File: src/rtl/drp_seq_pkg.sv
`default_nettype none
// +----------------------------------------------------------------------+
// | drp_seq_pkg                                                          |
// | State encoding, width helper and parameter range checks for the DRP  |
// | start sequencer.                                                     |
// | Revision: 1.0                                                        |
// +----------------------------------------------------------------------+
package drp_seq_pkg;

  typedef enum logic [2:0] {
    ST_COUNT = 3'd0,
    ST_PULSE = 3'd1,
    ST_WAIT  = 3'd2,
    ST_NEXT  = 3'd3,
    ST_DONE  = 3'd4
  } state_t;

  // Ceiling log2 that never returns less than one bit.
  function automatic int clog2_min1(input int n);
    int w;
    w = 1;
    while ((1 << w) < n) w++;
    return w;
  endfunction

  function automatic bit params_legal(input int num_ch, input int start_dly,
                                      input int cnt_w, input int pulse_w,
                                      input int timeout);
    return (num_ch >= 1) && (num_ch <= 16) &&
           (cnt_w >= 1) && (cnt_w <= 30) &&
           (start_dly >= 1) && (start_dly <= (1 << cnt_w) - 1) &&
           (pulse_w >= 1) && (timeout >= 1);
  endfunction

endpackage
`default_nettype wire

File: src/rtl/drp_wait_timer.sv
`default_nettype none
// +----------------------------------------------------------------------+
// | drp_wait_timer                                                       |
// | Loadable down-counter with enable and terminal-count flag, shared    |
// | by the pulse-width and handshake-wait phases.                        |
// | Revision: 1.0                                                        |
// +----------------------------------------------------------------------+
module drp_wait_timer
  import drp_seq_pkg::*;
#(
  parameter int W = 8
) (
  input  logic         clk,
  input  logic         rst,
  input  logic         i_load,
  input  logic [W-1:0] i_load_val,
  input  logic         i_en,
  output logic         o_term
);

  logic [W-1:0] r_cnt;

  always_ff @(posedge clk) begin
    if (rst) begin
      r_cnt <= '0;
    end else if (i_load) begin
      r_cnt <= i_load_val;
    end else if (i_en && (r_cnt != '0)) begin
      r_cnt <= r_cnt - W'(1);
    end
  end

  assign o_term = (r_cnt == '0);

endmodule
`default_nettype wire

File: src/rtl/drp_start_seq.sv
`default_nettype none
// +----------------------------------------------------------------------+
// | drp_start_seq                                                        |
// | Counts qualified events up to a start delay, then pulses each DRP    |
// | channel in turn and waits for its done handshake or a timeout.       |
// | Revision: 1.0                                                        |
// +----------------------------------------------------------------------+
module drp_start_seq
  import drp_seq_pkg::*;
#(
  parameter int NUM_CH    = 4,
  parameter int START_DLY = 6,
  parameter int CNT_W     = 3,
  parameter int PULSE_W   = 1,
  parameter int TIMEOUT   = 200,
  localparam int CH_W     = clog2_min1(NUM_CH)
) (
  input  logic              clkin,
  input  logic              reset,
  input  logic              count_done,
  input  logic              rearm,
  input  logic [NUM_CH-1:0] drp_done,
  output logic [NUM_CH-1:0] drp_start,
  output logic [CH_W-1:0]   cur_ch,
  output logic              seq_busy,
  output logic              seq_done,
  output logic [NUM_CH-1:0] timeout_err
);

  localparam int TW = clog2_min1((PULSE_W > TIMEOUT) ? PULSE_W : TIMEOUT);
  localparam logic [CNT_W-1:0] c_START_DLY = CNT_W'(START_DLY);
  localparam logic [CH_W-1:0]  c_LAST_CH   = CH_W'(NUM_CH - 1);
  localparam logic [TW-1:0]    c_PULSE_LD  = TW'(PULSE_W - 1);
  localparam logic [TW-1:0]    c_WAIT_LD   = TW'(TIMEOUT - 1);

  if (!params_legal(NUM_CH, START_DLY, CNT_W, PULSE_W, TIMEOUT)) begin : g_param_check
    $error("drp_start_seq: parameter out of legal range");
  end

  state_t            r_state;
  state_t            w_state_nxt;
  logic [CNT_W-1:0]  r_cnt;
  logic [CH_W-1:0]   r_cur_ch;
  logic [NUM_CH-1:0] r_timeout_err;
  logic [NUM_CH-1:0] w_sel;
  logic              w_done_cur;
  logic              w_term;
  logic              w_tmr_load;
  logic              w_tmr_en;
  logic [TW-1:0]     w_tmr_val;

  always_comb begin
    w_sel = '0;
    for (int i = 0; i < NUM_CH; i++) begin
      w_sel[i] = (r_cur_ch == CH_W'(i));
    end
  end

  // Only the serviced channel's handshake bit can advance the sequence.
  assign w_done_cur = |(drp_done & w_sel);

  drp_wait_timer #(
    .W (TW)
  ) u_timer (
    .clk        (clkin),
    .rst        (reset),
    .i_load     (w_tmr_load),
    .i_load_val (w_tmr_val),
    .i_en       (w_tmr_en),
    .o_term     (w_term)
  );

  always_comb begin
    w_state_nxt = r_state;
    w_tmr_load  = 1'b0;
    w_tmr_val   = c_PULSE_LD;
    w_tmr_en    = 1'b0;
    case (r_state)
      ST_COUNT: begin
        w_tmr_load = 1'b1;
        if (r_cnt == c_START_DLY) w_state_nxt = ST_PULSE;
      end
      ST_PULSE: begin
        if (w_term) begin
          w_state_nxt = ST_WAIT;
          w_tmr_load  = 1'b1;
          w_tmr_val   = c_WAIT_LD;
        end else begin
          w_tmr_en = 1'b1;
        end
      end
      ST_WAIT: begin
        if (w_done_cur || w_term) w_state_nxt = ST_NEXT;
        else                      w_tmr_en    = 1'b1;
      end
      ST_NEXT: begin
        w_tmr_load  = 1'b1;
        w_state_nxt = (r_cur_ch == c_LAST_CH) ? ST_DONE : ST_PULSE;
      end
      ST_DONE: w_state_nxt = ST_DONE;
      default: w_state_nxt = ST_COUNT;
    endcase
    if (rearm) w_state_nxt = ST_COUNT;
  end

  always_ff @(posedge clkin) begin
    if (reset) r_state <= ST_COUNT;
    else       r_state <= w_state_nxt;
  end

  always_ff @(posedge clkin) begin
    if (reset || rearm) begin
      r_cnt         <= '0;
      r_cur_ch      <= '0;
      r_timeout_err <= '0;
    end else begin
      if ((r_state == ST_COUNT) && count_done && (r_cnt != c_START_DLY))
        r_cnt <= r_cnt + CNT_W'(1);
      if ((r_state == ST_NEXT) && (r_cur_ch != c_LAST_CH))
        r_cur_ch <= r_cur_ch + CH_W'(1);
      // A done arriving on the final wait cycle takes precedence over the timeout.
      if ((r_state == ST_WAIT) && !w_done_cur && w_term)
        r_timeout_err <= r_timeout_err | w_sel;
    end
  end

  assign drp_start   = (r_state == ST_PULSE) ? w_sel : '0;
  assign cur_ch      = r_cur_ch;
  assign seq_busy    = (r_state == ST_PULSE) || (r_state == ST_WAIT) || (r_state == ST_NEXT);
  assign seq_done    = (r_state == ST_DONE);
  assign timeout_err = r_timeout_err;

endmodule
`default_nettype wire

File: config.mk
export PLATFORM = sky130hd
export DESIGN_NAME = drp_start_seq
export DESIGN_NICKNAME = d
export VERILOG_FILES = /design/src/rtl/drp_seq_pkg.sv /design/src/rtl/drp_wait_timer.sv /design/src/rtl/drp_start_seq.sv
export SDC_FILE = /design/constraint.sdc
export NUM_CORES = 1
export LEC_CHECK = 0
export CAP_MARGIN = 20
export CELL_PAD_IN_SITES_DETAIL_PLACEMENT = 0
export CELL_PAD_IN_SITES_GLOBAL_PLACEMENT = 1
export CORE_ASPECT_RATIO = 1.5
export CORE_MARGIN = 2
export CORE_UTILIZATION = 43
export DETAILED_ROUTE_END_ITERATION = 7
export PLACE_DENSITY_LB_ADDON = 0.08
export REMOVE_ABC_BUFFERS = 1
export SLEW_MARGIN = 20
export SYNTH_ARGS = -nofsm -noshare
export SYNTH_HDL_FRONTEND = slang
export SYNTH_HIERARCHICAL = 1
export SYNTH_SLANG_ARGS = --single-unit
File: constraint.sdc
create_clock -name clkin -period 5 [get_ports clkin]
set_input_delay 1 -clock clkin [delete_from_list [all_inputs] [get_ports clkin]]
set_output_delay 1 -clock clkin [all_outputs]
set_load 0.005 [all_outputs]
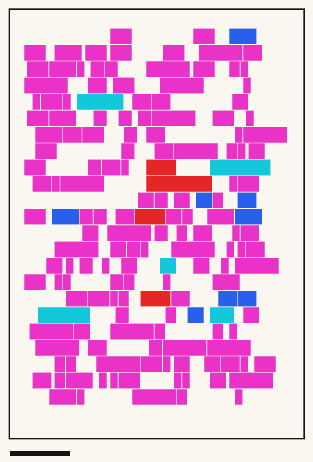
sizes.png
Bar = 10 um.
_3 and _4 cells -> cyan  # cells 5
_2 cells -> blue  # cells 8
_6 and larger -> red  # cells 4, most used clkbuf_8
_0 and _1 cells -> magenta  # cells 145, most used dfxtp_1
final instance area: 1580 um^2
Synth-to-Final Area Change: 22.4%
count of plain and timing-repair buffers: 20
final critical-path setup slack: 1.80 ns

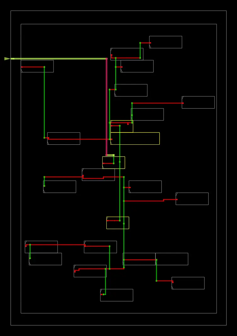
clocks.png
number of buffers inserted during clock tree synthesis: 3
Layout clock buffers: 3
clk ins delay skew pair: 0.26 ns
clock group power: 0.163 mW

==> results_dict.tcl <==
# collected from the flow reports
set metrics [dict create \
    depth_of_the_worst_register_to_register_path 8 \
    worst_r2r_startpoint "u_timer/r_cnt[2]" \
    gr-usage-all-layers_pct 18.1 \
    whs_path_depth 1 \
    p_total_mw 0.351 \
    postRouteWirelength_mm 2.95 \
    top_area_cell "sky130_fd_sc_hd__dfxtp_1" \
    core_region_area_um2 2880 \
    syn-instance-count 143 \
    remaining_drc_errors 0 \
    placed_cell_areas_um2 1500 \
    cts.repair_timing.setup_buffer_count 0 \
    post_synth_mux_area_share_pct 1.55 \
    met1Wirelength_mm 1.14 \
    largest_register "u_timer/r_cnt" \
    clock_tree.buffer_depth 2 \
    route.antenna.remaining_nets 0 \
    vias 1127 \
    sequential_cell_area_um2 400 \
    detail_route.wl_per_cell_um 14.7 \
    firstDrtPassIters 4 \
    detail_route.vias_per_cell 5.61 \
    layout.comb_gates.multi_input 108 \
    area_share_clock_buf_inv_pct 4.53 \
    min_path_type "reg2reg" \
    floorplan.rows 24 \
    well_tap_cells 39 \
    power.combinational.fraction_pct 7.1 \
    seq_area_frac_synth_pct 31.1 \
    critical_path_class "in2reg" \
    pre_cts_ws_ns 1.55 \
    timing.final.crit_share_pct 64.1 \
    timing.critical_path.slowest_stage_cell "sky130_fd_sc_hd__or3b_2" \
    fill_cells 305 \
    cts-htree-levels 1 \
    crit_path_cell_trace "clkdlybuf4s50_1 -> a22o_1 -> nor4_4 -> o21a_1 -> or3b_2 -> nor3_1 -> mux2i_1 -> a211oi_1" \
    cts.sink_count 20 \
    critical_path.endpoint "u_timer/r_cnt[7]" \
    nNetsFinal 179 \
    die_width_um 48.7 \
    swShare_pct 20.3 \
    synthesis.area_per_instance_um2 9.00 \
    fmax_ghz 0.312 \
    synth-edff-count 0 \
    ys_sh_aoi_pct 21.6 \
    insertedDiodeCount 0 \
    seqPwrFrac_pct 46.5 \
    hold_viol 0 \
    dp.cells 197 \
    synth.cellmix.simpleShare_pct 28.7 \
    crit_path_max_incr_delay_ns 0.48 \
    hold_slack_ns 0.488 \
    die_height_um 71.0 \
    timing.clock.skew_ns 0.00617 \
    number_of_global_route_vias_before_repair 1177 \
    route.met3.wl_um 73 \
    synth-seq-cells 20 \
    crit_buf_inv 1 \
    drt-initial-drc-count 20 \
    grt_overflow 0 \
    power.net_switching_mw 0.0711 \
    inverters 10 \
    cp-end-kind "register" \
    final.setup.tns_ns 0 \
    signal_buffer_area_fraction_pct 12.5 \
    cell_type_taking_the_most_area "multi-input combinational cells" \
    launch_point_of_the_worst_hold_path "timeout_err[3]" \
    worst_slew_margin_rel_pct 50.4 \
    setup.worst_path.start_class "primary input" \
    grt_pass1_wl_mm 5.05 \
    rr_endpoint "u_timer/r_cnt[1]" \
    portBuffers 19 \
    leakagePower_nw 0.594 \
    netlist_top_cells_area "sky130_fd_sc_hd__dfxtp_1 31%, sky130_fd_sc_hd__ha_1 7.8%, sky130_fd_sc_hd__and3_1 4.4%" \
    worstMarginPinSlew_ns 0.738 \
    critPathTopFamily "simple AND/OR/NAND/NOR gates" \
    cp_data_arrival_time_ns 3.33 \
    yosys.area_share.adder_pct 7.77 \
    async_flop_share_pct 0 \
    max_slew_violation_count 0 \
    final_layout_top_logic_cells "20 x sky130_fd_sc_hd__dfxtp_1, 19 x sky130_fd_sc_hd__clkdlybuf4s50_1, 14 x sky130_fd_sc_hd__nor2_1" \
    yosys-stat-area_um2 1290 \
    global_route.usage.met2_pct 35.9 \
    io-pin-count 20 \
    tritoncts "yes" \
    power.sequential.total_mw 0.163 \
    syn-cell-area_um2 1290 \
    worstHoldEndpoint "timeout_err[3]" \
    final_layout_size_suffix_gt1_share_pct 10.5 \
    grt_util_met1_pct 18.1 \
    worstSetupPathDepth 8 \
    clockRootBuffer "sky130_fd_sc_hd__clkbuf_8" \
    met2_wirelength_mm 1.68 \
    setup_violations 0 \
    die_area_um2 3460 \
    synthDominantCellAreaShare_pct 31.1 \
    power_report.internal_total_mw 0.280 \
    count_of_tool_warnings 30 \
    postCtsResizedCells 0 \
    antenna_found_initial 0 \
    floorplanUtilization_pct 44.7 \
    topmost_layer_with_routed_signal_wires "met4" \
    maxCapViolCount 0 \
    min_period_ns 3.20 \
    met3_grt_util_pct 2.32 \
    r2r_setup_slack_ns 2.14 \
    ys.flop_type "sky130_fd_sc_hd__dfxtp_1" \
    grt_setup_unrepaired "false" \
    gr-max-usage-layer "met2" \
    largest_register_ffs 8 \
    cts_hold_buf 0 \
    dp.final_hpwl_mm 2.27 \
    yosys_warning_tally 6 \
    seq-cell-share_pct 25.4 \
    yosysUniqueCellTypes 49 \
    seq_cell_count 20 \
    main_power_group "registers" \
    grt_start_max_net_pins 20 \
    ys_cells 143 \
    power.density_cell_area_nw_per_um2 223 \
    cp_data_required_time_ns 5.13 \
    finalWeightedCongestion 0.770 \
    post_synth_xor_area_fraction_pct 2.72 \
    power.share.clock_pct 46.5 \
    clk_transition_reported_paths_ns 0.07 \
    max-vdd-ir-drop_mv 0.163 \
    post_synth_main_logic_family "simple AND/OR/NAND/NOR gates" \
    final_design_utilization_pct 54.6 \
    crit_path_start "drp_done[2]" \
    multi_input_comb_area_um2 820 \
    critPathMaxFanout 5 \
    comb_power_mw 0.0248 \
    run_status "finished clean" \
]
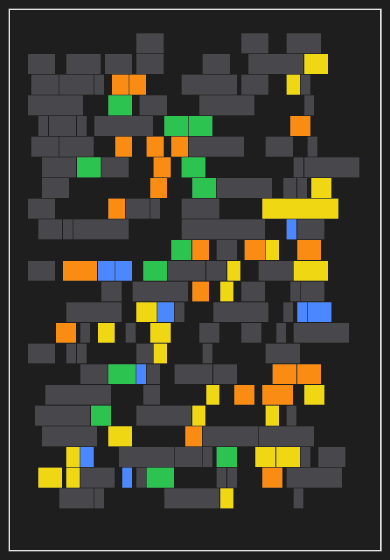
logic_types.png
AND and OR gates -> orange  # cells 21, most used and3_1
NAND gates -> blue  # cells 9, most used nand2_1
inverting AOI/OAI gates -> yellow  # cells 23, most used a21oi_1
AND-OR and OR-AND gates -> green  # cells 12, most used a22o_1
Comb/total area: 52.0%
Finished Layout Cells: 201
leading cell type in the layout, fill and taps excluded: sky130_fd_sc_hd__dfxtp_1

[synthesized netlist by cell type, types with 3 or more instances]
| cell type | number |
|---|---|
| sky130_fd_sc_hd__inv_1 | 9 |
| sky130_fd_sc_hd__a22o_1 | 6 |
| sky130_fd_sc_hd__a21oi_1 | 8 |
| sky130_fd_sc_hd__dfxtp_1 | 20 |
| sky130_fd_sc_hd__nor2_1 | 14 |
| sky130_fd_sc_hd__o21ai_0 | 3 |
| sky130_fd_sc_hd__and3_1 | 9 |
| sky130_fd_sc_hd__ha_1 | 8 |
| sky130_fd_sc_hd__nor3b_1 | 4 |
| sky130_fd_sc_hd__nand2_1 | 4 |
| sky130_fd_sc_hd__xnor2_1 | 4 |
| sky130_fd_sc_hd__a311oi_1 | 4 |
Power figures rest on the tool's default switching activity, not on a simulated workload.
